[config.mk]
export PLATFORM = sky130hd
export DESIGN_NAME = alu_seq_ctrl
export DESIGN_NICKNAME = d
export VERILOG_FILES = /design/src/rtl/alu_seq_ctrl.sv
export SDC_FILE = /design/constraint.sdc
export NUM_CORES = 1
export LEC_CHECK = 0
export CORE_MARGIN = 3
export CORE_UTILIZATION = 46
export DETAILED_ROUTE_END_ITERATION = 10
export PLACE_DENSITY = 0.89
export SYNTH_ARGS = -nofsm -noshare
export SYNTH_HDL_FRONTEND = slang
export SYNTH_SLANG_ARGS = --single-unit
[constraint.sdc]
create_clock -name clk -period 3.2 [get_ports clk]
set_input_delay 0.64 -clock clk [delete_from_list [all_inputs] [get_ports clk]]
set_output_delay 0.64 -clock clk [all_outputs]
set_load 0.02 [all_outputs]
[src/rtl/alu_seq_ctrl.sv]
// Sequencer for an external N-bit ALU: decodes 8-bit ops, chains two byte passes for ADD16/SUB16.
// Latency: 8-bit ops done 1 cycle after accept; 16-bit ops done 2 cycles after accept.
// Backpressure: op_ready drops for the single high-byte cycle of a 16-bit op; otherwise 1 op/cycle.
//
// Ports:
//   clk, rst_n              clock, async active-low reset
//   op_valid/op/op_ready    request handshake, 4-bit op code
//   s, cin, byte_sel        ALU select, carry/shift-in, operand byte select (1 = high byte)
//   C, V, Z, S              combinational ALU flags for the current s/cin/operands
//   flag_ld, flag_din       direct flag register load {C,V,Z,S}, wins over any op update
//   flags_q                 registered flags {C,V,Z,S}
//   cond, cond_true         condition code test against flags_q
//   done, err, busy         completion pulse, illegal-op pulse, 16-bit op in progress
module alu_seq_ctrl #(
    parameter int N = 8
) (
    input  logic       clk,
    input  logic       rst_n,
    input  logic       op_valid,
    input  logic [3:0] op,
    output logic       op_ready,
    output logic [2:0] s,
    output logic       cin,
    output logic       byte_sel,
    input  logic       C,
    input  logic       V,
    input  logic       Z,
    input  logic       S,
    input  logic       flag_ld,
    input  logic [3:0] flag_din,
    output logic [3:0] flags_q,
    input  logic [2:0] cond,
    output logic       cond_true,
    output logic       done,
    output logic       busy,
    output logic       err
);

    if (N < 1) begin : g_bad_width
        $error("alu_seq_ctrl: N must be at least 1");
    end

    typedef enum logic {IDLE, HI} state_t;

    localparam logic [3:0] OP_LAST8 = 4'd10;
    localparam logic [3:0] OP_ADD16 = 4'd11;
    localparam logic [3:0] OP_SUB16 = 4'd12;

    state_t     state, state_nxt;
    logic [3:0] op_q;
    logic       c_tmp, z_tmp;

    logic       flags_upd;
    logic [3:0] flags_new;
    logic       done_nxt, err_nxt;
    logic       ld16;

    always_comb begin
        state_nxt = state;
        op_ready  = 1'b0;
        busy      = 1'b0;
        byte_sel  = 1'b0;
        s         = 3'b000;
        cin       = 1'b0;
        flags_upd = 1'b0;
        flags_new = flags_q;
        done_nxt  = 1'b0;
        err_nxt   = 1'b0;
        ld16      = 1'b0;

        case (state)
            IDLE: begin
                op_ready = 1'b1;
                // s/cin follow op even without op_valid so the ALU flags are
                // already settled at the accepting edge.
                case (op)
                    4'd0:    begin s = 3'b000; cin = 1'b0;       end
                    4'd1:    begin s = 3'b000; cin = flags_q[3]; end
                    4'd2:    begin s = 3'b001; cin = 1'b1;       end
                    4'd3:    begin s = 3'b001; cin = flags_q[3]; end
                    4'd4:    begin s = 3'b010; cin = 1'b0;       end
                    4'd5:    begin s = 3'b011; cin = 1'b0;       end
                    4'd6:    begin s = 3'b011; cin = 1'b1;       end
                    4'd7:    begin s = 3'b100; cin = 1'b0;       end
                    4'd8:    begin s = 3'b101; cin = 1'b0;       end
                    4'd9:    begin s = 3'b110; cin = 1'b0;       end
                    4'd10:   begin s = 3'b111; cin = 1'b0;       end
                    4'd11:   begin s = 3'b000; cin = 1'b0;       end
                    4'd12:   begin s = 3'b001; cin = 1'b1;       end
                    default: begin s = 3'b000; cin = 1'b0;       end
                endcase

                if (op_valid) begin
                    if (op <= OP_LAST8) begin
                        flags_upd = 1'b1;
                        flags_new = {C, V, Z, S};
                        done_nxt  = 1'b1;
                    end else if (op == OP_ADD16 || op == OP_SUB16) begin
                        ld16      = 1'b1;
                        state_nxt = HI;
                    end else begin
                        err_nxt = 1'b1;
                    end
                end
            end

            HI: begin
                busy      = 1'b1;
                byte_sel  = 1'b1;
                s         = (op_q == OP_SUB16) ? 3'b001 : 3'b000;
                cin       = c_tmp;
                // 16-bit zero needs both bytes zero; C/V/S come from the high byte alone.
                flags_upd = 1'b1;
                flags_new = {C, V, Z & z_tmp, S};
                done_nxt  = 1'b1;
                state_nxt = IDLE;
            end

            default: state_nxt = IDLE;
        endcase
    end

    always_ff @(posedge clk or negedge rst_n) begin
        if (!rst_n) begin
            state   <= IDLE;
            flags_q <= 4'b0000;
            op_q    <= 4'd0;
            c_tmp   <= 1'b0;
            z_tmp   <= 1'b0;
            done    <= 1'b0;
            err     <= 1'b0;
        end else begin
            state <= state_nxt;
            done  <= done_nxt;
            err   <= err_nxt;
            if (flag_ld) begin
                flags_q <= flag_din;
            end else if (flags_upd) begin
                flags_q <= flags_new;
            end
            if (ld16) begin
                op_q  <= op;
                c_tmp <= C;
                z_tmp <= Z;
            end
        end
    end

    always_comb begin
        case (cond)
            3'b000:  cond_true = 1'b1;
            3'b001:  cond_true = flags_q[1];
            3'b010:  cond_true = !flags_q[1];
            3'b011:  cond_true = flags_q[3];
            3'b100:  cond_true = !flags_q[3];
            3'b101:  cond_true = flags_q[0];
            3'b110:  cond_true = flags_q[2];
            default: cond_true = flags_q[0] ^ flags_q[2];
        endcase
    end

endmodule

==> impl_metrics.csv <==
group,metric,value,unit
final_timing,finalCritPeriodShare,97.4,%
placement,gp_congestion,0.941,
final_layout,final_nets,150,
power_and_ir_drop,ir_drop,0.355,mV
clock_network,clk_path_buf_depth,2,
worst_setup_path,critical_path.max_stage_delay,0.60,ns
die,die-area,0.00242,sq mm
global_routing,first_global_vias,757,
global_routing,grt_pass1_wl,3460,um
synth,netlist_area,858,sq um
final_timing,max_slew_margin,62.1,%
route,antenna_left,0,
final_timing,finalMaxSlewViolations,0,
synth,ys_chip_area,858,sq um
worst_setup_path,path_buffers,2,
worst_setup_path,critical_path_required,2.56,ns
synth,yosysWarnings,0,
power_and_ir_drop,finalPower,442,uW
die,fp_util,52.7,%
run_status,status,"complete, no violations",
==> where the power goes <==
group / switching, uW / internal (uW)
clock network: 49.7 / 46.2
logic: 70.5 / 82.0
registers: 12.7 / 181
==> cells in the final DEF, fill, tap and decap left out, drive strengths merged, types with 2 or more instances in the layout <==
cell type / Yosys / layout
nand3b: 3 / 3
or2: 2 / 2
clkdlybuf4s50: 0 / 31
nor2b: 4 / 4
clkbuf: 2 / 3
nand3: 2 / 2
mux2: 2 / 2
inv: 5 / 5
nand2: 13 / 13
nand2b: 3 / 3
a21oi: 8 / 8
o21ai: 7 / 7
o2111ai: 4 / 4
dfrtp: 13 / 13
o211ai: 6 / 6
buf: 6 / 6
==> cell families after synthesis <==
logic type	synth area share, %
xor+xnor	1.02
flops	37.9
buf+inv	8.16
compound gates	26.8
mux	3.50
simple gates	22.6
==> final timing paths <==
check / start / to / slack [ns] / cells past startpoint
setup / recovery: op[1] / cin / 0.08 / 5
hold / removal: op_q[3] / op_q[3] / 0.48 / 1
setup reg to reg: state / c_tmp / 1.73 / 3
hold reg to reg: op_q[3] / op_q[3] / 0.48 / 1
max in group asynchronous: rst_n / err / 2.09 / 1
min in group asynchronous: rst_n / done / 0.73 / 1
==> synth_stat cells <==
| cell | number |
|---|---|
| buf_4 | 1 |
| inv_1 | 5 |
| xor2_1 | 1 |
| or3b_4 | 1 |
| o22ai_1 | 1 |
| o21ai_0 | 7 |
| buf_1 | 1 |
| dfrtp_1 | 13 |
| nor2b_1 | 4 |
| clkbuf_1 | 2 |
| or2b_1 | 1 |
| a221o_1 | 1 |
| nand2b_1 | 3 |
| and3b_1 | 1 |
| buf_2 | 2 |
| nor3_1 | 1 |
| buf_6 | 2 |
| a21oi_4 | 1 |
| a21oi_1 | 7 |
| and2_2 | 1 |
| o2111ai_1 | 4 |
| a2111oi_1 | 1 |
| o211a_1 | 1 |
| nand4_1 | 1 |
| o211ai_1 | 6 |
| mux2_4 | 2 |
| nand3b_1 | 3 |
| or2_2 | 2 |
| or3_1 | 1 |
| nand2_1 | 13 |
| a211o_2 | 1 |
| o41ai_1 | 1 |
| nand3_1 | 2 |
| o22a_1 | 1 |
| nor2_1 | 1 |
==> final cells by class <==
class | instances | area share (%)
multi-input cells | 70 | 37.6
flip-flops and latches | 13 | 26.4
clock inverters | 1 | 0.406
clock buffers | 3 | 1.83
repair buffers | 38 | 29.8
well taps | 24 | 2.44
inverters | 5 | 1.52
==> metal layers <==
metal  GRT usage [%]  share of wire [%]
met1            22.9                 43
met5               0                  0
met3            4.59                7.5
met2            30.4                 49
met4            4.27               0.18
==> stage by stage <==
stage               instance area (sq um)  hold WS, ns  worst slack (ns)
floorplan                             858        0.344             0.606
global placement                     1200        0.458             0.127
detailed placement                   1200        0.462            0.0971
CTS                                  1230        0.481            0.0986
global route                         1230        0.502           0.00656
finish                               1230        0.480            0.0838
==> registers in the layout, indices dropped and copies added, names as in the netlist <==
register  count
flags_q       4
op_q          4
c_tmp         1
done          1
err           1
state         1
z_tmp         1
Metal 3:
Scale: 10 px per um.
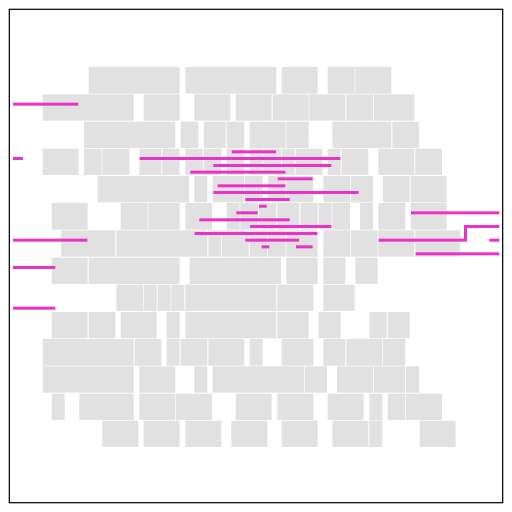
The layer holds 7.5% of the routed length. The wires run mostly horizontal. The longest straight run is 19.8 um.
vias after detailed routing: 860
grt met3 use: 4.59%
routed wire length: 2170 um

Routing congestion map:
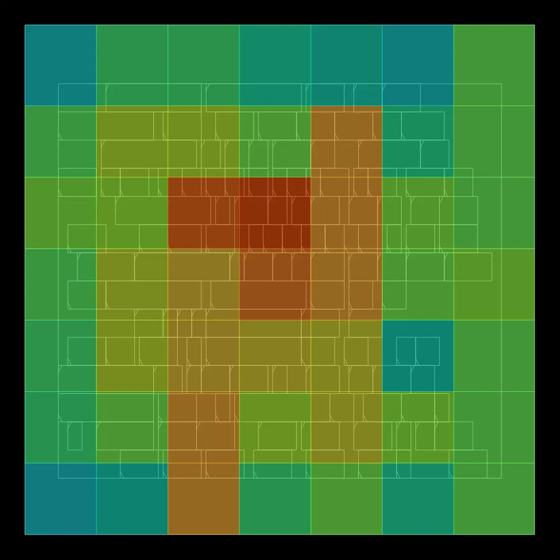
gr usage total: 18.1%
WL per Instance: 14.1 um

Signal wires on met2:
Scale: 10 px per um.
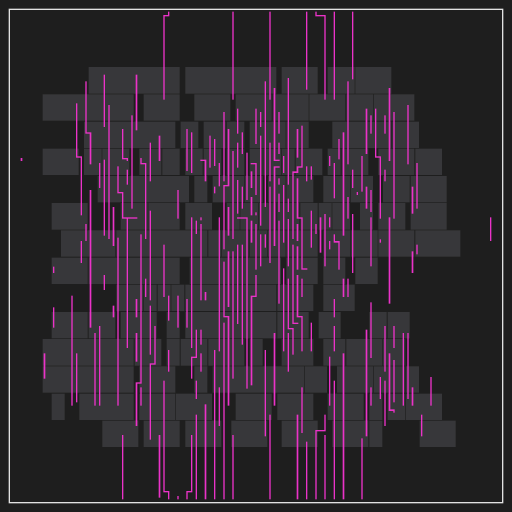
The wires run mostly vertical. The layer carries 1060 um of wire.
met2 Usage GRT: 30.4%

Wire density map:
Scale: 8 px per um. The die is cut into 10 by 10 equal tiles; dark blue is low, red is high, scaled to the fullest tile. Values are wire area over tile area, all layers added.
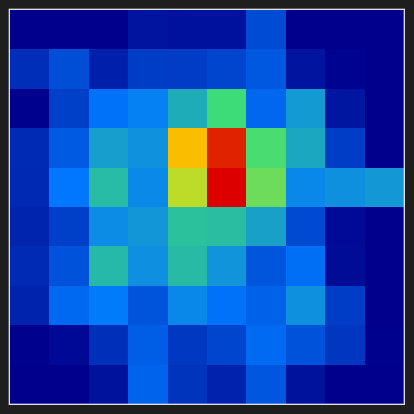
The fullest tile reaches 0.75. The emptiest ninth of the die: north-east. The densest ninth of the die: center. The mean over all tiles is 0.14.

Ports around the boundary:
Scale: 10 px per um. Pins as bars across the die edge, other pins in gray.
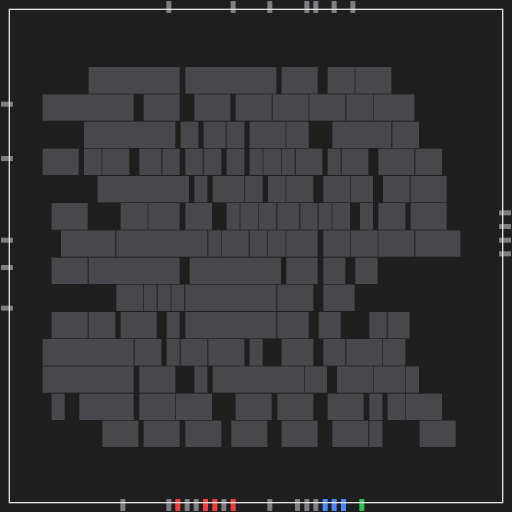
Key: green = `cond_true` [pins 1, direction output, edge south]; blue = `cond` [pins 3, direction input, edge south]; red = `flag_din` [pins 4, direction input, edge south]
All pins by edge: 17 south, 7 north, 5 west, 4 east.
Die W: 49.2 um
Die Y: 49.2 um
number of port buffers: 32

Power and IR drop assume default switching activity.
